run_1/density.png
Scale bar: 20 microns. 9 x 9 tiles, from dark purple (low) to yellow (high), 0 to 100% covered.
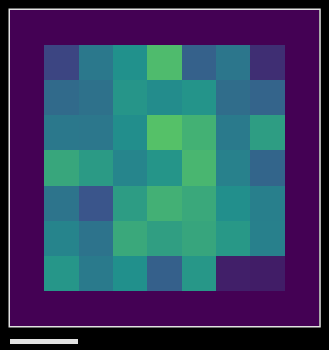
run_1/registers.png
Scale bar: 20 microns.
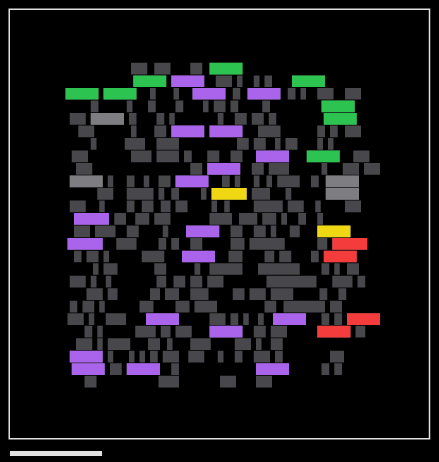
run_1/wire_density.png
18 x 19 tiles, from dark purple (low) to yellow (high), scaled to the fullest tile. Values are wire area over tile area, all layers added.
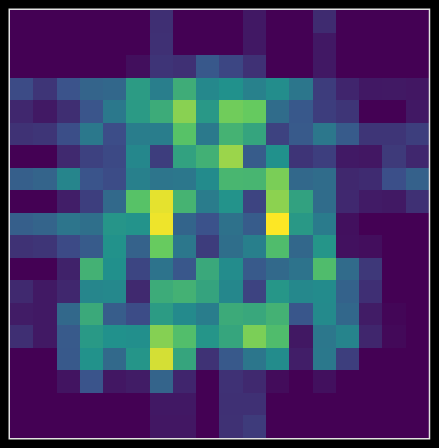
File: config.mk
export PLATFORM = sky130hd
export DESIGN_NAME = bcd_to_binary_seq_flat
export DESIGN_NICKNAME = d
export VERILOG_FILES = /design/src/rtl/bcd_to_binary_seq_if.sv /design/src/rtl/bcd_to_binary_seq.sv /design/src/flat_wrapper.sv
export SDC_FILE = /design/constraint.sdc
export NUM_CORES = 1
export LEC_CHECK = 0
export ABC_AREA = 0
export CAP_MARGIN = 5
export CELL_PAD_IN_SITES_DETAIL_PLACEMENT = 1
export CELL_PAD_IN_SITES_GLOBAL_PLACEMENT = 1
export CORE_AREA = 10 10 81 83
export DETAILED_ROUTE_END_ITERATION = 16
export DIE_AREA = 0 0 91 93
export PLACE_DENSITY_LB_ADDON = 0.1
export REMOVE_ABC_BUFFERS = 1
export SLEW_MARGIN = 15
export SYNTH_ARGS = -nofsm -noshare
export SYNTH_HDL_FRONTEND = slang
export SYNTH_SLANG_ARGS = --single-unit
File: constraint.sdc
create_clock -name clk -period 1.7 [get_ports clk]
set_clock_uncertainty 0.05 [all_clocks]
set_input_delay 0.17 -clock clk [delete_from_list [all_inputs] [get_ports clk]]
set_output_delay 0.17 -clock clk [all_outputs]
set_load 0.01 [all_outputs]
File: src/rtl/bcd_to_binary_seq_if.sv
// Handshake/result bundle for the sequential BCD-to-binary converter.
// master: requester (drives start/bcd); slave: converter (drives status/results).
interface bcd_to_binary_seq_if #(
  parameter int DIGITS = 3,
  parameter int BIN_W  = 8
);
  logic                  start;
  logic [4*DIGITS-1:0]   bcd;
  logic                  busy;
  logic                  done;
  logic [BIN_W-1:0]      binary;
  logic                  err_digit;
  logic                  overflow;

  modport master (
    output start, bcd,
    input  busy, done, binary, err_digit, overflow
  );

  modport slave (
    input  start, bcd,
    output busy, done, binary, err_digit, overflow
  );
endinterface

File: src/rtl/bcd_to_binary_seq.sv
// Sequential BCD-to-binary converter (reverse double-dabble, one bit per clock).
// Optional build macro: BCD2BIN_SATURATE_EN -- when defined, an overflowing
// result is reported as all-ones instead of value mod 2**BIN_W.
module bcd_to_binary_seq #(
  parameter int DIGITS = 3,
  parameter int BIN_W  = 8
) (
  input  logic                  clk,
  input  logic                  rst,
  bcd_to_binary_seq_if.slave    bus
);

  localparam int BCD_W = 4 * DIGITS;
  localparam int TMP_W = BCD_W + BIN_W;
  localparam int CNT_W = $clog2(BIN_W + 1);

  typedef enum logic [1:0] {IDLE, CHECK, SHIFT, DONE} state_t;

  state_t             state_q, state_d;
  logic [TMP_W-1:0]   tmp_q, tmp_d;
  logic [CNT_W-1:0]   cnt_q, cnt_d;
  logic               busy_q, busy_d;
  logic               done_q, done_d;
  logic [BIN_W-1:0]   binary_q, binary_d;
  logic               err_digit_q, err_digit_d;
  logic               overflow_q, overflow_d;

  logic [TMP_W-1:0]   shifted;
  logic [TMP_W-1:0]   adjusted;
  logic [DIGITS-1:0]  nib_bad;
  logic               digit_bad;
  logic               last_shift;

  // One iteration: shift right, then correct every BCD nibble that became >= 8.
  assign shifted                = tmp_q >> 1;
  assign adjusted[BIN_W-1:0]    = shifted[BIN_W-1:0];

  genvar gi;
  generate
    for (gi = 0; gi < DIGITS; gi++) begin : g_nib
      assign adjusted[BIN_W+4*gi +: 4] = (shifted[BIN_W+4*gi +: 4] >= 4'd8)
                                        ? shifted[BIN_W+4*gi +: 4] - 4'd3
                                        : shifted[BIN_W+4*gi +: 4];
      // In CHECK tmp still holds the raw operand in its upper BCD field.
      assign nib_bad[gi] = (tmp_q[BIN_W+4*gi +: 4] > 4'd9);
    end
  endgenerate

  assign digit_bad  = |nib_bad;
  assign last_shift = (cnt_q == CNT_W'(BIN_W - 1));

  // State register.
  always_ff @(posedge clk) begin
    if (rst) state_q <= IDLE;
    else     state_q <= state_d;
  end

  // Next-state logic.
  always_comb begin
    state_d = state_q;
    case (state_q)
      IDLE:    if (bus.start) state_d = CHECK;
      CHECK:   state_d = digit_bad ? DONE : SHIFT;
      SHIFT:   if (last_shift) state_d = DONE;
      DONE:    state_d = IDLE;
      default: state_d = IDLE;
    endcase
  end

  // Datapath and registered-output next values.
  always_comb begin
    tmp_d       = tmp_q;
    cnt_d       = cnt_q;
    binary_d    = binary_q;
    err_digit_d = err_digit_q;
    overflow_d  = overflow_q;
    busy_d      = (state_d != IDLE);
    done_d      = (state_d == DONE);
    case (state_q)
      IDLE: begin
        if (bus.start) tmp_d = {bus.bcd, {BIN_W{1'b0}}};
      end
      CHECK: begin
        cnt_d = '0;
        if (digit_bad) begin
          err_digit_d = 1'b1;
          overflow_d  = 1'b0;
          binary_d    = '0;
        end
      end
      SHIFT: begin
        tmp_d = adjusted;
        if (last_shift) begin
          err_digit_d = 1'b0;
          overflow_d  = |adjusted[TMP_W-1:BIN_W];
`ifdef BCD2BIN_SATURATE_EN
          binary_d    = (|adjusted[TMP_W-1:BIN_W]) ? {BIN_W{1'b1}} : adjusted[BIN_W-1:0];
`else
          binary_d    = adjusted[BIN_W-1:0];
`endif
        end else begin
          cnt_d = cnt_q + 1'b1;
        end
      end
      default: ;
    endcase
  end

  // Datapath and output registers; reset clears everything and aborts a conversion.
  always_ff @(posedge clk) begin
    if (rst) begin
      tmp_q       <= '0;
      cnt_q       <= '0;
      busy_q      <= 1'b0;
      done_q      <= 1'b0;
      binary_q    <= '0;
      err_digit_q <= 1'b0;
      overflow_q  <= 1'b0;
    end else begin
      tmp_q       <= tmp_d;
      cnt_q       <= cnt_d;
      busy_q      <= busy_d;
      done_q      <= done_d;
      binary_q    <= binary_d;
      err_digit_q <= err_digit_d;
      overflow_q  <= overflow_d;
    end
  end

  assign bus.busy      = busy_q;
  assign bus.done      = done_q;
  assign bus.binary    = binary_q;
  assign bus.err_digit = err_digit_q;
  assign bus.overflow  = overflow_q;

endmodule

File: src/flat_wrapper.sv
// flat-port wrapper written by rule: the top's interface ports become plain ports
module bcd_to_binary_seq_flat 
#(
  parameter int DIGITS = 3,
  parameter int BIN_W  = 8
)
  (clk, rst, bus_start, bus_bcd, bus_busy, bus_done, bus_binary, bus_err_digit, bus_overflow);
  bcd_to_binary_seq_if #(.DIGITS(DIGITS), .BIN_W(BIN_W)) bus_i ();
  input  logic clk;
  input  logic rst;
  input wire logic [$bits(bus_i.start)-1:0] bus_start;
  input wire logic [$bits(bus_i.bcd)-1:0] bus_bcd;
  output wire logic [$bits(bus_i.busy)-1:0] bus_busy;
  output wire logic [$bits(bus_i.done)-1:0] bus_done;
  output wire logic [$bits(bus_i.binary)-1:0] bus_binary;
  output wire logic [$bits(bus_i.err_digit)-1:0] bus_err_digit;
  output wire logic [$bits(bus_i.overflow)-1:0] bus_overflow;
  assign bus_i.start = bus_start;
  assign bus_i.bcd = bus_bcd;
  assign bus_busy = bus_i.busy;
  assign bus_done = bus_i.done;
  assign bus_binary = bus_i.binary;
  assign bus_err_digit = bus_i.err_digit;
  assign bus_overflow = bus_i.overflow;
  bcd_to_binary_seq #(.DIGITS(DIGITS), .BIN_W(BIN_W)) u_core (.clk(clk), .rst(rst), .bus(bus_i));
endmodule
==> out/qor.csv, run 1 <==
metric,value,unit
Worst-Skew Late Latency,0.29,ns
Die ar.,8460,sq um
Least-Margin Pin Slew,0.337,ns
r2r worst-path depth,6,
Post-route DRC,0,
R2R Path Start,u_core.state_q[0],
Inverters,8,
Hold Path Depth,2,
Layout clock area frac,0.0503,
post-synthesis sequential area ratio,0.420,
R2R Path End,u_core.cnt_q[3],
result of the run,completed,
Leading cell kind,combinational gates,
Final min period,1.62,ns
vias,1585,
clock slew at reported path FFs,0.08,ns
CTS tree,done,
CP max FO,7,
CTS H-tree lvls,2,
Hold Crit Start,u_core.bus.binary[4],
Synth top area share,0.420,
Pwr Density,1230,nW/um^2
Unique masters post-synth,39,
r2r setup slk,0.08,ns
"area leader, netlist",dfxtp_1,
CP Capture Type,flop,
Std-Cell Rows,26,
comb area leader,simple AND/OR/NAND/NOR gates,
# IOs,27,
ao+oa area frac,0.198,
clk buf depth,2,
Post-CTS Hold Fix Bufs,0,
Worst Hold Endpoint,u_core.bus.binary[4],
drt initial violations,50,
area fraction in mux cells,0.0455,
iteration tally of the first detailed-router pass,4,
logic share of the area,0.417,
Chip Height,93,microns
Logic cell area,997,sq um
root buffer cell,clkbuf_8,
yosys cell count,202,
Non-clk bufs,43,
nets,263,
final WL,4970,microns
first-pass GRT wire length,8240,microns
CTS Sinks,37,
YS chip area,1760,sq um
number of multi-input logic gates,145,
Post-CTS Setup Inserts,2,
area grow syn2layout,35.6,%
Layout non-clock buf frac,0.171,
FF/Latch Area,746,sq um
n_diodes,0,
number of antenna violations at the first check in global routing,0,
Wirelength per Cell,16.0,microns
CP Data Required Time,1.87,ns
crit path DAT,1.79,ns
Back to the opening pictures, density.png:
The fullest tile reaches 71%. The densest ninth of the die: center. The mean over all tiles is 27%. 40% of the tiles are nearly empty.
Core Region: 5010 sq um
post-route core utilization: 0.477
Pre-Place Util: 0.352

Back to the opening pictures, registers.png:
Yellow shows u_core.state_q, flops 2. Green shows u_core.bus.binary, flops 8. Red shows u_core.cnt_q, flops 4. Purple shows u_core.tmp_q, flops 19.
Another 4 sequential cells are not colored.

Back to the opening pictures, wire_density.png:
The mean over all tiles is 0.091. The densest ninth of the die: center. 30% of the tiles are nearly empty. 17% of the tiles are over half the peak. The fullest tile reaches 0.38.

[run 1: registers in the layout, summed over array words and instances, names as in the netlist]
register              flops
u_core.bus.binary         8
u_core.bus.busy           1
u_core.bus.done           1
u_core.bus.err_digit      1
u_core.bus.overflow       1
u_core.cnt_q              4
u_core.state_q            2
u_core.tmp_q             19
[run 1: critical path, cell delays in order, from the launching register on]
cell and delay, ns:
dfxtp_2 0.34, inv_1 0.19, ha_4 0.24, nand2_2 0.08
buf_4 0.17, or3_1 0.35, a21oi_1 0.14
[run 1: per-stage QoR]
stage,worst slack (ns),std cells,utilization,hold slack [ns],TNS (ns)
2_1_floorplan,-0.439,190,-,0.185,-11.87
4_1_cts,0.00300,311,0.463,0.409,0
3_3_place_gp,0.0488,301,0.433,0.390,0
6_report,0.0807,311,0.477,0.406,0
3_5_place_dp,-0.0931,301,0.433,0.398,-0.567
5_1_grt,-0.00216,311,0.477,0.432,-0.00216
[run 1: cells in the mapped netlist]
cell type,n
a221oi_1,1
nand3b_1,2
nor2_1,22
nand3_2,1
o211a_1,1
ha_1,8
nand4_1,1
a211oi_2,1
a211oi_1,7
or3b_1,1
o21ai_2,2
clkbuf_1,5
inv_1,8
o21a_1,2
xnor2_1,3
buf_2,3
nand2b_1,3
o21ai_0,2
mux2i_1,8
xnor2_2,1
nand2_1,19
or3_1,2
o21ai_1,2
nand2_2,1
a21oi_1,21
and3_1,1
nor2b_4,1
buf_1,1
nand3_1,12
and4_1,1
a22oi_1,7
nor3_1,2
buf_4,2
dfxtp_1,37
and2_0,1
o211ai_2,2
nor2b_1,3
buf_6,1
o211ai_1,4
[run 1: worst max-delay path by stage]
stage | from | endpoint | slack (ns) | cells after the start
global route | u_core.tmp_q[14] | u_core.bus.busy | -0.002 | 6
CTS | u_core.tmp_q[13] | u_core.bus.overflow | 0.003 | 7
global placement | u_core.cnt_q[0] | u_core.bus.binary[7] | 0.05 | 6
floorplan | u_core.state_q[0] | u_core.bus.err_digit | -0.44 | 6
detailed placement | u_core.state_q[0] | u_core.tmp_q[7] | -0.09 | 6
finish | u_core.state_q[0] | u_core.cnt_q[3] | 0.08 | 6
[run 1: placed cells by master, fill, tap and decap left out, types with 2 or more instances in the layout]
cell type	n
nand2b_1	2
ha_1	6
o211ai_1	4
buf_6	2
clkdlybuf4s50_1	26
nand2_1	19
o21ai_2	2
a211oi_1	5
nand3_1	12
nor2_1	22
o21ai_0	2
ha_4	2
a21oi_1	21
inv_1	8
dfxtp_2	4
nand3b_1	2
dfxtp_1	33
mux2i_1	7
nor3_1	2
a22oi_1	7
buf_4	14
nor2b_1	3
a211oi_2	3
clkbuf_8	6
o21ai_1	2
xnor2_1	3
[run 1: layer usage]
| layer | vias up | global-route usage | share of wire |
|---|---|---|---|
| met3 | 5 | 0.0400 | 0.043 |
| met1 | 779 | 0.141 | 0.46 |
| met5 | - | 0 | 0 |
| met2 | 22 | 0.196 | 0.49 |
| met4 | 0 | 0.0352 | 0.012 |
| li1 | 779 | - | - |
[run 1: report_power, final]
part / switching (uW) / internal (uW) / leakage, uW
sequential: 94.0 / 967 / 0.000303
combinational: 564 / 504 / 0.000502
clock: 328 / 477 / 0.0000574
==> run 2: changes to the inputs <==
--- a/config.mk
+++ b/config.mk
@@ -6,7 +6,6 @@
 export NUM_CORES = 1
 export LEC_CHECK = 0
 export ABC_AREA = 0
-export CAP_MARGIN = 5
 export CELL_PAD_IN_SITES_DETAIL_PLACEMENT = 1
 export CELL_PAD_IN_SITES_GLOBAL_PLACEMENT = 1
 export CORE_AREA = 10 10 81 83
run_2/registers.png
Scale bar: 20 microns.
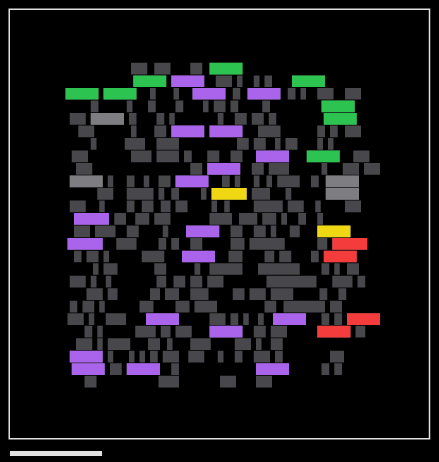
Purple shows u_core.tmp_q, flops 19. Green shows u_core.bus.binary, flops 8. Red shows u_core.cnt_q, flops 4. Yellow shows u_core.state_q, flops 2.
Seq area share: 0.312
seq pwr: 1060 uW
FF/Latch Area: 746 sq um

==> run 2 against run 1 <==
- critical path depth stayed put
- sequential share of layout area is the same
- non-clock buffer count did not move
- count of clock-buffer cells in the layout is the same
- synthesized cell count unchanged
- synthesized area stayed put
- worst hold slack did not move
- flip-flop count unchanged
- critical endpoint unchanged
- largest cell class unchanged
- largest power group unchanged
==> out/qor.csv, run 2 <==
metric,value,unit
final hold violations,0,
Core Region,5010,sq um
Die ar.,8460,sq um
Hold Crit Start,u_core.bus.binary[4],
met2 WL,2430,microns
clk buf depth,2,
Final min period,1.62,ns
Adder Area Share,0.0568,
Std-Cell Rows,26,
root buffer cell,clkbuf_8,
top cells by area,"dfxtp_1, a21oi_1, ha_1",
drt initial violations,50,
vias,1585,
Pwr Density,1230,nW/um^2
area fraction in mux cells,0.0455,
CTS H-tree lvls,2,
metal3 WL,213,microns
YS chip area,1760,sq um
Synth Cell Area,1760,sq um
worst setup margin,0.0807,ns
met1 WL,2270,microns
comb area leader,simple AND/OR/NAND/NOR gates,
CP Capture Type,flop,
Largest Register,u_core.tmp_q,
nets,263,
post-synthesis sequential area ratio,0.420,
top post-synthesis cells by count,"dfxtp_1, nor2_1, a21oi_1",
CP Launch Point,u_core.state_q[0],
final setup vio count,0,
CP max FO,7,
final hold slack,0.406,ns
Commonest Layout Cell,dfxtp_1,
Via-to-Cell Ratio,5.10,
Wirelength per Cell,16.0,microns
result of the run,completed,
Unique masters post-synth,39,
Final Non-Filler Cells,311,
area grow syn2layout,35.6,%
Max Used Layer,met4,
CTS Sinks,37,
max reg flops,19,
Place WS,-0.0931,ns
n_diodes,0,
Least-Margin Pin Slew,0.337,ns
yosys cell count,202,
Synth top area share,0.420,
first-pass GRT wire length,8240,microns
iteration tally of the first detailed-router pass,4,
final WL,4970,microns
number of antenna violations at the first check in global routing,0,
ao+oa area frac,0.198,
post-route core utilization,0.477,
placed insts,301,
crit path DAT,1.79,ns
"area leader, netlist",dfxtp_1,
count of library flops with an enable pin,0,
Worst-Skew Late Latency,0.29,ns
Num CTS Buffers,5,
Post-route DRC,0,
R2R Path Start,u_core.state_q[0],
dominant cell by count in the synthesized netlist,dfxtp_1,
area fraction in xor and xnor cells,0.0241,
CTS tree,done,
Synth async-reset ratio,0,
"Primary FF master, synth",dfxtp_1,
most instantiated logic cells after routing,"dfxtp_1, clkdlybuf4s50_1, nor2_1",
CP Data Required Time,1.87,ns
# IOs,27,
clock slew at reported path FFs,0.08,ns
Chip Height,93,microns
Pwr Total,2930,uW
Mean Syn Cell Area,8.72,sq um
Pre-Place Util,0.352,
run 2: cell counts after synthesis:
No cell type changed its count.
run 2: layer usage:
layer  GRT usage  vias up
li1            -      779
met4      0.0352        0
met2       0.196       22
met3      0.0400        5
met5           0        -
met1       0.141      779
run 2: worst paths after layout:
path / to / slack [ns] / cells past startpoint
min reg2reg: u_core.bus.binary[4] / 0.41 / 2
min: u_core.bus.binary[4] / 0.41 / 2
max reg2reg: u_core.cnt_q[3] / 0.08 / 6
max: u_core.cnt_q[3] / 0.08 / 6
run 2: logic make-up (layout without fill, tap and decap cells):
| logic type | count (synthesis) | after routing |
|---|---|---|
| buffers and inverters | 20 | 59 |
| DFF | 37 | 37 |
| xor gates and xnor gates | 4 | 4 |
| muxes | 8 | 8 |
| and+or+nand+nor | 73 | 73 |
| adders and majority gates | 8 | 8 |
| AOI/OAI and AO/OA | 52 | 52 |
run 2: timing repair:
item / 4_1_cts / 5_1_grt
hold buffers: 0 / 0
buffers inserted: 2 / 0
endpoints found under the setup margin: 16 / 32
hold endpoints to repair: 0 / 0
pin swaps: 0 / 2
gates resized: 5 / 16
run 2: through the flow:
step / instance area, sq um / TNS (ns)
after CTS: 2320 / 0
final: 2390 / 0
after global placement: 2170 / 0
after detailed placement: 2170 / -0.567
after global routing: 2390 / -0.00216
after floorplan: 1700 / -11.87
run 2: layout make-up:
class	instances	area [sq um]	area share
Clock inverter	2	37.5	0.0157
Sequential cell	37	746	0.312
Tap cell	70	87.6	0.0367
Clock buffer	6	82.6	0.0346
Timing Repair Buffer	43	408	0.171
Inverter	8	30.0	0.0126
Multi-Input combinational cell	145	997	0.417
run 2: power by group:
part / switching, uW / total (uW) / internal [uW] / leakage, uW
combinational: 564 / 1070 / 504 / 0.000502
sequential: 94.0 / 1060 / 967 / 0.000303
clock: 328 / 806 / 477 / 0.0000574
total: 987 / 2930 / 1950 / 0.000863
run 2: critical path, cell delays in order (launching register included):
cell     delay, ns
dfxtp_2       0.34
inv_1         0.19
ha_4          0.24
nand2_2       0.08
buf_4         0.17
or3_1         0.35
a21oi_1       0.14
==> run 3: changes to the inputs <==
==> constraint.sdc (replaced) <==
create_clock -name clk -period 1.42 [get_ports clk]
set_clock_uncertainty 0.05 [all_clocks]
set_input_delay 0.142 -clock clk [delete_from_list [all_inputs] [get_ports clk]]
set_output_delay 0.142 -clock clk [all_outputs]
set_load 0.01 [all_outputs]
run_3/density.png
Scale bar: 20 microns. 9 x 9 tiles, from dark purple (low) to yellow (high), 0 to 100% covered.
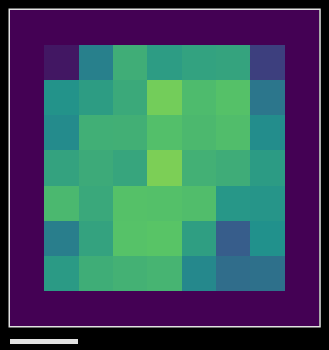
2.5% of the tiles are over 75% full. The densest ninth of the die: center. 40% of the tiles are nearly empty. The fullest tile reaches 80%.
post-route core utilization: 0.598

==> run 3 against run 2 <==
- the run now ends with setup timing left
- routed wire length rose by 31%
- fmax rose by 1.4%
- clock power fell by 1%
- die size did not move
- global-route usage rose by 1.9 points
- total power rose by 48%
- critical endpoint is now u_core.bus.binary[2]
==> out/qor.csv, run 3 <==
metric,value,unit
result of the run,finished with violations,
failing checks,setup timing,
clock slew at reported path FFs,0.08,ns
crit path DAT,1.73,ns
"area leader, netlist",dfxtp_1,
Hold Crit Start,u_core.bus.binary[1],
clk buf depth,2,
area grow syn2layout,70.0,%
worst setup margin,-0.176,ns
Std-Cell Rows,26,
CP Data Required Time,1.55,ns
r2r setup slk,-0.18,ns
power share of the combinational group,0.519,
final setup vio count,28,
Synth top area share,0.420,
count of library flops with an enable pin,0,
CP Capture Type,flop,
CP max FO,5,
dominant cell by count in the synthesized netlist,dfxtp_1,
Worst-Skew Late Latency,0.29,ns
Synth Cell Area,1760,sq um
vias,1789,
first-pass GRT wire length,9520,microns
Core Region,5010,sq um
Wirelength per Cell,18.7,microns
Post-route DRC,0,
CP Launch Point,u_core.tmp_q[13],
R2R Path End,u_core.bus.binary[2],
R2R Path Start,u_core.tmp_q[13],
Die ar.,8460,sq um
Largest Register,u_core.tmp_q,
post-synthesis sequential area ratio,0.420,
most instantiated logic cells after routing,"buf_4, dfxtp_1, clkdlybuf4s50_1",
Post-CTS Hold Fix Bufs,0,
max reg flops,19,
-- run 3: how the worst max path moves through the flow --
stage / end / slack, ns / depth (start not counted)
finish: u_core.bus.binary[2] / -0.18 / 7
global route: u_core.bus.overflow / -0.25 / 7
CTS: u_core.bus.overflow / -0.13 / 7
detailed placement: u_core.tmp_q[6] / -0.29 / 6
global placement: u_core.tmp_q[7] / -0.18 / 6
floorplan: u_core.bus.err_digit / -0.72 / 6
-- run 3: timing repair --
item / in CTS / in global routing
gates cloned: 1 / 3
setup buffers: 9 / 3
endpoints found under the setup margin: 36 / 38
pin swaps: 16 / 13
resized: 52 / 38
-- run 3: cell type report --
cell class,count,area (sq um),area share
Tap cell,70,87.6,0.0292
Sequential cell,37,757,0.253
Timing Repair Buffer,78,790,0.264
Clock inverter,2,13.8,0.00459
Inverter,8,35.0,0.0117
Clock buffer,6,82.6,0.0276
Multi-Input combinational cell,146,1230,0.411
-- run 3: power by group through the flow --
stage | sequential (uW) | combinational, uW | clock, uW
after floorplan | 1290 | 637 | 0
after CTS | 1270 | 1800 | 810
after global placement | 1260 | 1340 | 0
after detailed placement | 1270 | 1390 | 0
final | 1290 | 2260 | 798
after global routing | 1310 | 2420 | 851
-- run 3: cell families after synthesis --
logic type | share of synthesized area
AND/OR/NAND/NOR | 0.202
AND-OR/OR-AND | 0.198
flip-flops | 0.420
buffers and inverters | 0.0533
multiplexers | 0.0455
adder cells (fa/ha/maj) | 0.0568
XOR/XNOR | 0.0242
-- run 3: per-stage QoR --
| step | cell area [sq um] | power, uW | hold slack (ns) | instances |
|---|---|---|---|---|
| final | 3000 | 4350 | 0.413 | 347 |
| after global routing | 3000 | 4590 | 0.440 | 347 |
| after CTS | 2750 | 3880 | 0.407 | 341 |
| after detailed placement | 2350 | 2650 | 0.399 | 323 |
| after global placement | 2350 | 2600 | 0.391 | 323 |
| after floorplan | 1700 | 1920 | 0.157 | 190 |
-- run 3: worst max-delay path, cell delays in order (launching register included) --
cell,delay [ns]
dfxtp_2,0.33
buf_4,0.15
o21ai_2,0.19
nand3_4,0.15
o211a_4,0.29
clkbuf_16,0.16
nand3_1,0.10
a21oi_1,0.07
-- run 3: routing by layer --
layer / global-route usage / up-vias / share of wire / routed length [microns]
li1: - / 862 / - / -
met1: 0.148 / 890 / 0.41 / 2680
met2: 0.253 / 27 / 0.53 / 3450
met3: 0.0336 / 10 / 0.037 / 243
met4: 0.0509 / 0 / 0.018 / 117
met5: 0 / - / 0 / 0

==> gallery <==
The clock network.
Plate I
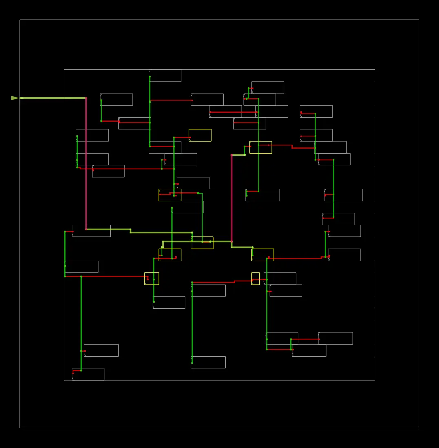
Plate II
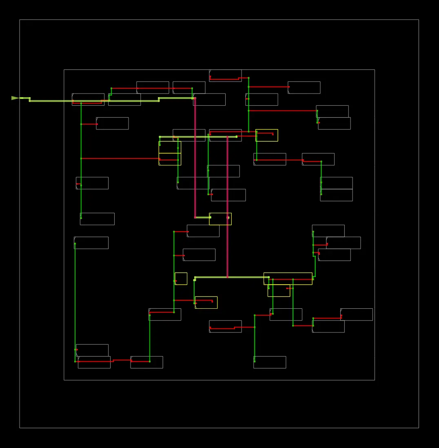
- run 3 = Plate I
- run 1 = Plate II

Power figures rest on the tool's default switching activity, not on a simulated workload.
